$ cat src/rtl/dmem_pkg.sv
// Shared encodings for the data-memory store responder: FSM states,
// default mailbox addresses and status-word layout.
package dmem_pkg;

   typedef enum logic [1:0] {
      ST_IDLE = 2'd0,
      ST_RUN  = 2'd1,
      ST_PASS = 2'd2,
      ST_FAIL = 2'd3
   } state_t;

   localparam logic [31:0] DEF_PASS_ADDR    = 32'd84;
   localparam logic [31:0] DEF_PASS_DATA    = 32'd7;
   localparam logic [31:0] DEF_SCRATCH_ADDR = 32'd80;
   localparam logic [31:0] DEF_STATUS_ADDR  = 32'h0000_FFFC;

   localparam int unsigned STAT_DONE_BIT    = 0;
   localparam int unsigned STAT_PASS_BIT    = 1;
   localparam int unsigned STAT_FAIL_BIT    = 2;
   localparam int unsigned STAT_CNT_LSB     = 3;
   localparam int unsigned STAT_CNT_W       = 13;
   localparam int unsigned STAT_TIMEOUT_BIT = 31;

   // Pack the verdict flags and low counter bits into the read-only status word.
   function automatic logic [31:0] status_word(input logic [15:0] cnt,
                                               input logic        fail_f,
                                               input logic        pass_f,
                                               input logic        done_f,
                                               input logic        timeout_f);
      logic [31:0] w;
      w = 32'h0;
      w[STAT_DONE_BIT]                 = done_f;
      w[STAT_PASS_BIT]                 = pass_f;
      w[STAT_FAIL_BIT]                 = fail_f;
      w[STAT_CNT_LSB +: STAT_CNT_W]    = cnt[STAT_CNT_W-1:0];
      w[STAT_TIMEOUT_BIT]              = timeout_f;
      return w;
   endfunction

endpackage

$ cat src/rtl/dmem_ram_sp.sv
// DEPTH x 32 single-port RAM: asynchronous read, synchronous write.
module dmem_ram_sp #(
   parameter int unsigned DEPTH = 64,
   parameter int unsigned AW    = $clog2(DEPTH)
) (
   input  logic          clk,
   input  logic          we,
   input  logic [AW-1:0] idx,
   input  logic [31:0]   wdata,
   output logic [31:0]   rdata
);

   logic [31:0] mem [DEPTH];

   always_ff @(posedge clk) begin
      if (we) mem[idx] <= wdata;
   end

   // Same-cycle read returns the pre-write word.
   assign rdata = mem[idx];

endmodule

$ cat src/rtl/dmem_store_responder.sv
// Data-memory responder with a hardware self-check mailbox and sticky verdict.
// Optional DMEM_WATCHDOG_EN adds a 20-bit no-verdict timeout that forces FAIL.
module dmem_store_responder
   import dmem_pkg::*;
#(
   parameter int unsigned DEPTH        = 64,
   parameter logic [31:0] PASS_ADDR    = DEF_PASS_ADDR,
   parameter logic [31:0] PASS_DATA    = DEF_PASS_DATA,
   parameter logic [31:0] SCRATCH_ADDR = DEF_SCRATCH_ADDR,
   parameter bit          CHECK_STRICT = 1'b1,
   parameter logic [31:0] STATUS_ADDR  = DEF_STATUS_ADDR
) (
   input  logic        clk,
   input  logic        rst,
   input  logic        we,
   input  logic [31:0] addr,
   input  logic [31:0] wdata,
   output logic [31:0] rdata,
   output logic        done,
   output logic        pass,
   output logic        fail,
   output logic [15:0] store_cnt,
   output logic [31:0] last_addr
);

   localparam int unsigned AW = $clog2(DEPTH);

   state_t        state, state_nxt;
   logic          active_c, is_status_c, misaligned_c, illegal_c, bad_pass_c;
   logic          store_fail_c, take_c, pass_hit_c, fail_hit_c, ram_we_c;
   logic          wd_expire_c, timeout;
   logic [AW-1:0] idx_c;
   logic [31:0]   ram_rdata_c;

   assign idx_c        = addr[AW+1:2];
   assign active_c     = (state == ST_IDLE) || (state == ST_RUN);
   assign is_status_c  = (addr == STATUS_ADDR);
   assign misaligned_c = (addr[1:0] != 2'b00);
   assign illegal_c    = CHECK_STRICT && (addr != SCRATCH_ADDR) && (addr != PASS_ADDR);
   assign bad_pass_c   = (addr == PASS_ADDR) && (wdata != PASS_DATA);
   assign store_fail_c = misaligned_c || illegal_c || bad_pass_c;

   // Lenient builds silently drop stores to the status word.
   assign take_c     = we && active_c && !(!CHECK_STRICT && is_status_c);
   assign fail_hit_c = take_c && store_fail_c;
   assign pass_hit_c = take_c && !store_fail_c && (addr == PASS_ADDR);
   assign ram_we_c   = take_c && !store_fail_c;

`ifdef DMEM_WATCHDOG_EN
   logic [19:0] wd_cnt;

   always_ff @(posedge clk) begin
      if (rst) begin
         wd_cnt  <= 20'h0;
         timeout <= 1'b0;
      end else begin
         if (active_c) wd_cnt <= wd_cnt + 20'd1;
         if (wd_expire_c && !pass_hit_c && !fail_hit_c) timeout <= 1'b1;
      end
   end

   assign wd_expire_c = active_c && (wd_cnt == 20'hFFFFF);
`else
   assign wd_expire_c = 1'b0;
   assign timeout     = 1'b0;
`endif

   always_ff @(posedge clk) begin
      if (rst) state <= ST_IDLE;
      else     state <= state_nxt;
   end

   // A store verdict outranks the watchdog in the same cycle.
   always_comb begin
      state_nxt = state;
      if (pass_hit_c)                          state_nxt = ST_PASS;
      else if (fail_hit_c || wd_expire_c)      state_nxt = ST_FAIL;
      else if (take_c && (state == ST_IDLE))   state_nxt = ST_RUN;
   end

   always_ff @(posedge clk) begin
      if (rst) begin
         done      <= 1'b0;
         pass      <= 1'b0;
         fail      <= 1'b0;
         store_cnt <= 16'h0;
         last_addr <= 32'h0;
      end else begin
         done <= (state_nxt == ST_PASS) || (state_nxt == ST_FAIL);
         pass <= (state_nxt == ST_PASS);
         fail <= (state_nxt == ST_FAIL);
         if (take_c) begin
            last_addr <= addr;
            if (store_cnt != 16'hFFFF) store_cnt <= store_cnt + 16'd1;
         end
      end
   end

   dmem_ram_sp #(
      .DEPTH (DEPTH),
      .AW    (AW)
   ) u_ram (
      .clk   (clk),
      .we    (ram_we_c),
      .idx   (idx_c),
      .wdata (wdata),
      .rdata (ram_rdata_c)
   );

   assign rdata = is_status_c ? status_word(store_cnt, fail, pass, done, timeout)
                              : ram_rdata_c;

endmodule

$ cat config.mk
export PLATFORM = sky130hd
export DESIGN_NAME = dmem_store_responder
export DESIGN_NICKNAME = d
export VERILOG_FILES = /design/src/rtl/dmem_pkg.sv /design/src/rtl/dmem_ram_sp.sv /design/src/rtl/dmem_store_responder.sv
export SDC_FILE = /design/constraint.sdc
export NUM_CORES = 2
export LEC_CHECK = 0
export ABC_AREA = 1
export CAP_MARGIN = 40
export CORE_MARGIN = 3
export CORE_UTILIZATION = 35
export CTS_CLUSTER_SIZE = 14
export DETAILED_ROUTE_END_ITERATION = 8
export HOLD_SLACK_MARGIN = 0.1
export PLACE_DENSITY = 0.51
export SYNTH_ARGS = -nofsm -noshare
export SYNTH_HDL_FRONTEND = slang
export SYNTH_HIERARCHICAL = 1
export SYNTH_SLANG_ARGS = --single-unit
$ cat constraint.sdc
create_clock -name clk -period 14 [get_ports clk]
set_input_delay 3.5 -clock clk [delete_from_list [all_inputs] [get_ports clk]]
set_output_delay 3.5 -clock clk [all_outputs]
set_load 0.005 [all_outputs]
Fig. 1: register map, names as in the netlist
Scale: 1 px per um. Other sequential cells in the stronger gray, the rest of the logic in the fainter gray.
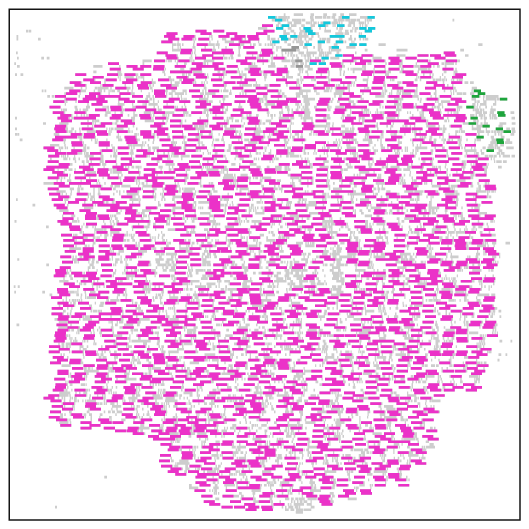
| color | netlist name | flops | where |
|---|---|---|---|
| green | store_cnt | 16 | top right |
| cyan | last_addr | 32 | top middle |
| magenta | u_ram/mem | 2048 | widely spread |
not colored: 5

Fig. 2: metal 1
Scale: 1 px per um.
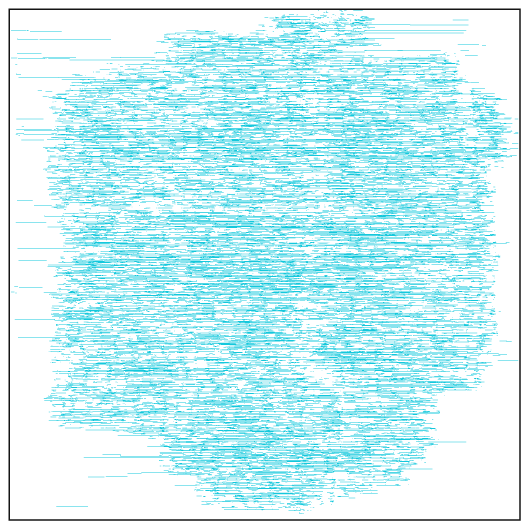
main direction: horizontal
share of all routed wire: 45%
longest straight run: 334 um
wire length on this layer: 122 mm
nets with wire on the layer: 8367

==> flow_summary.yaml <==
# synthesis and place-and-route metrics
logic_synthesis:
  synth.logic.top_family: "simple AND/OR/NAND/NOR gates"
  synth_async_sr_flop_share_pct: 0
  synth-seq-cells: 2101
  ys_sh_mux_pct: 0
  synth-edff-count: 2048
  synth_nets: 8908
  adder_share_pct: 0.0141
  yosys_area_um2: 88600
drt:
  antenna_left: 0
  met2_length_um: 130000
final_layout:
  signal_buffers: 330
  seq_share_pct: 61.8
  final_util_pct: 40.2
  clock_cell_area_share_pct: 6.72
  nClkBuffers: 285
cts:
  cts_sinks: 2101
  clk_path_buf_depth: 3
  cts_tree: "built"
  cts.htree.levels: 4
worst_setup_path:
  required_ns: 10.50
  crit_type: "primary input to output pin"
  cp_data_arrival_time_ns: 7.46
  cp_max_fo: 65
  reg2reg_slack_ns: 10.11
floorplanning:
  die-height_um: 509
  core_um2: 252000
  rows: 184
  taps: 3348
pwr:
  seq_power_mw: 6.91
  power_frac_clock_pct: 41.8
global_routing:
  grt_pass1_wl_um: 398000
  grt_use_met2_pct: 33.9
  grt_pass1_vias: 57552
  met1_usage_pct: 29.5
  overflow: 0
placement:
  dp_hpwl_um: 149000
worst_hold_path:
  hold_start: "last_addr[1]"
outcome:
  status: "finished clean"
timing:
  slew-limit-headroom_pct: 21.9
  finalCritPeriodShare_pct: 78.3
  drv_slew: 0
Fig. 3: congestion heat map
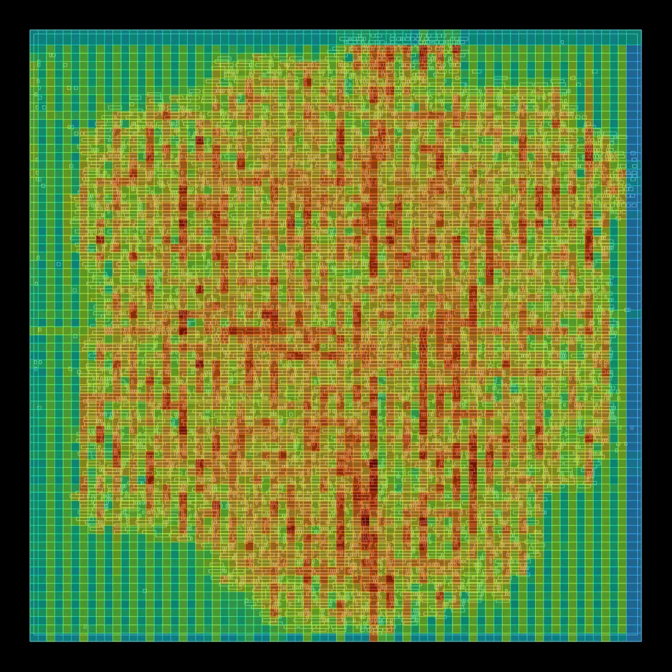
met3 GRT Util: 2.69%
busiest grt layer: met2
post-detailed-route wirelength per cell: 21.9 um

[critical path: stages]
cell and delay [ns]:
buf_8 0.39, buf_4 0.73, buf_4 0.57, buf_16 0.31, nand2_1 0.08, nand2_1 0.07, nand2_1 0.05, nand2_1 0.09
nand2_1 0.07, nand2_1 0.13, nand2_1 0.13, nand2_1 0.13, nor2_1 0.05, nand2_1 0.22, inv_1 0.07, nor2_1 0.12
clkdlybuf4s50_1 0.51
[stage by stage]
step,worst slack [ns],hold slack [ns],area [um^2],power (mW),cells
after detailed placement,3.02,0.471,94400,7.90,12078
after global routing,2.84,0.504,101000,13.8,12483
after global placement,2.88,0.464,94000,7.89,12060
after floorplan,5.76,0.480,88600,7.49,8840
after CTS,3.02,0.485,101000,13.5,12481
final,3.04,0.483,101000,13.4,12492
Power figures rest on the tool's default switching activity, not on a simulated workload.
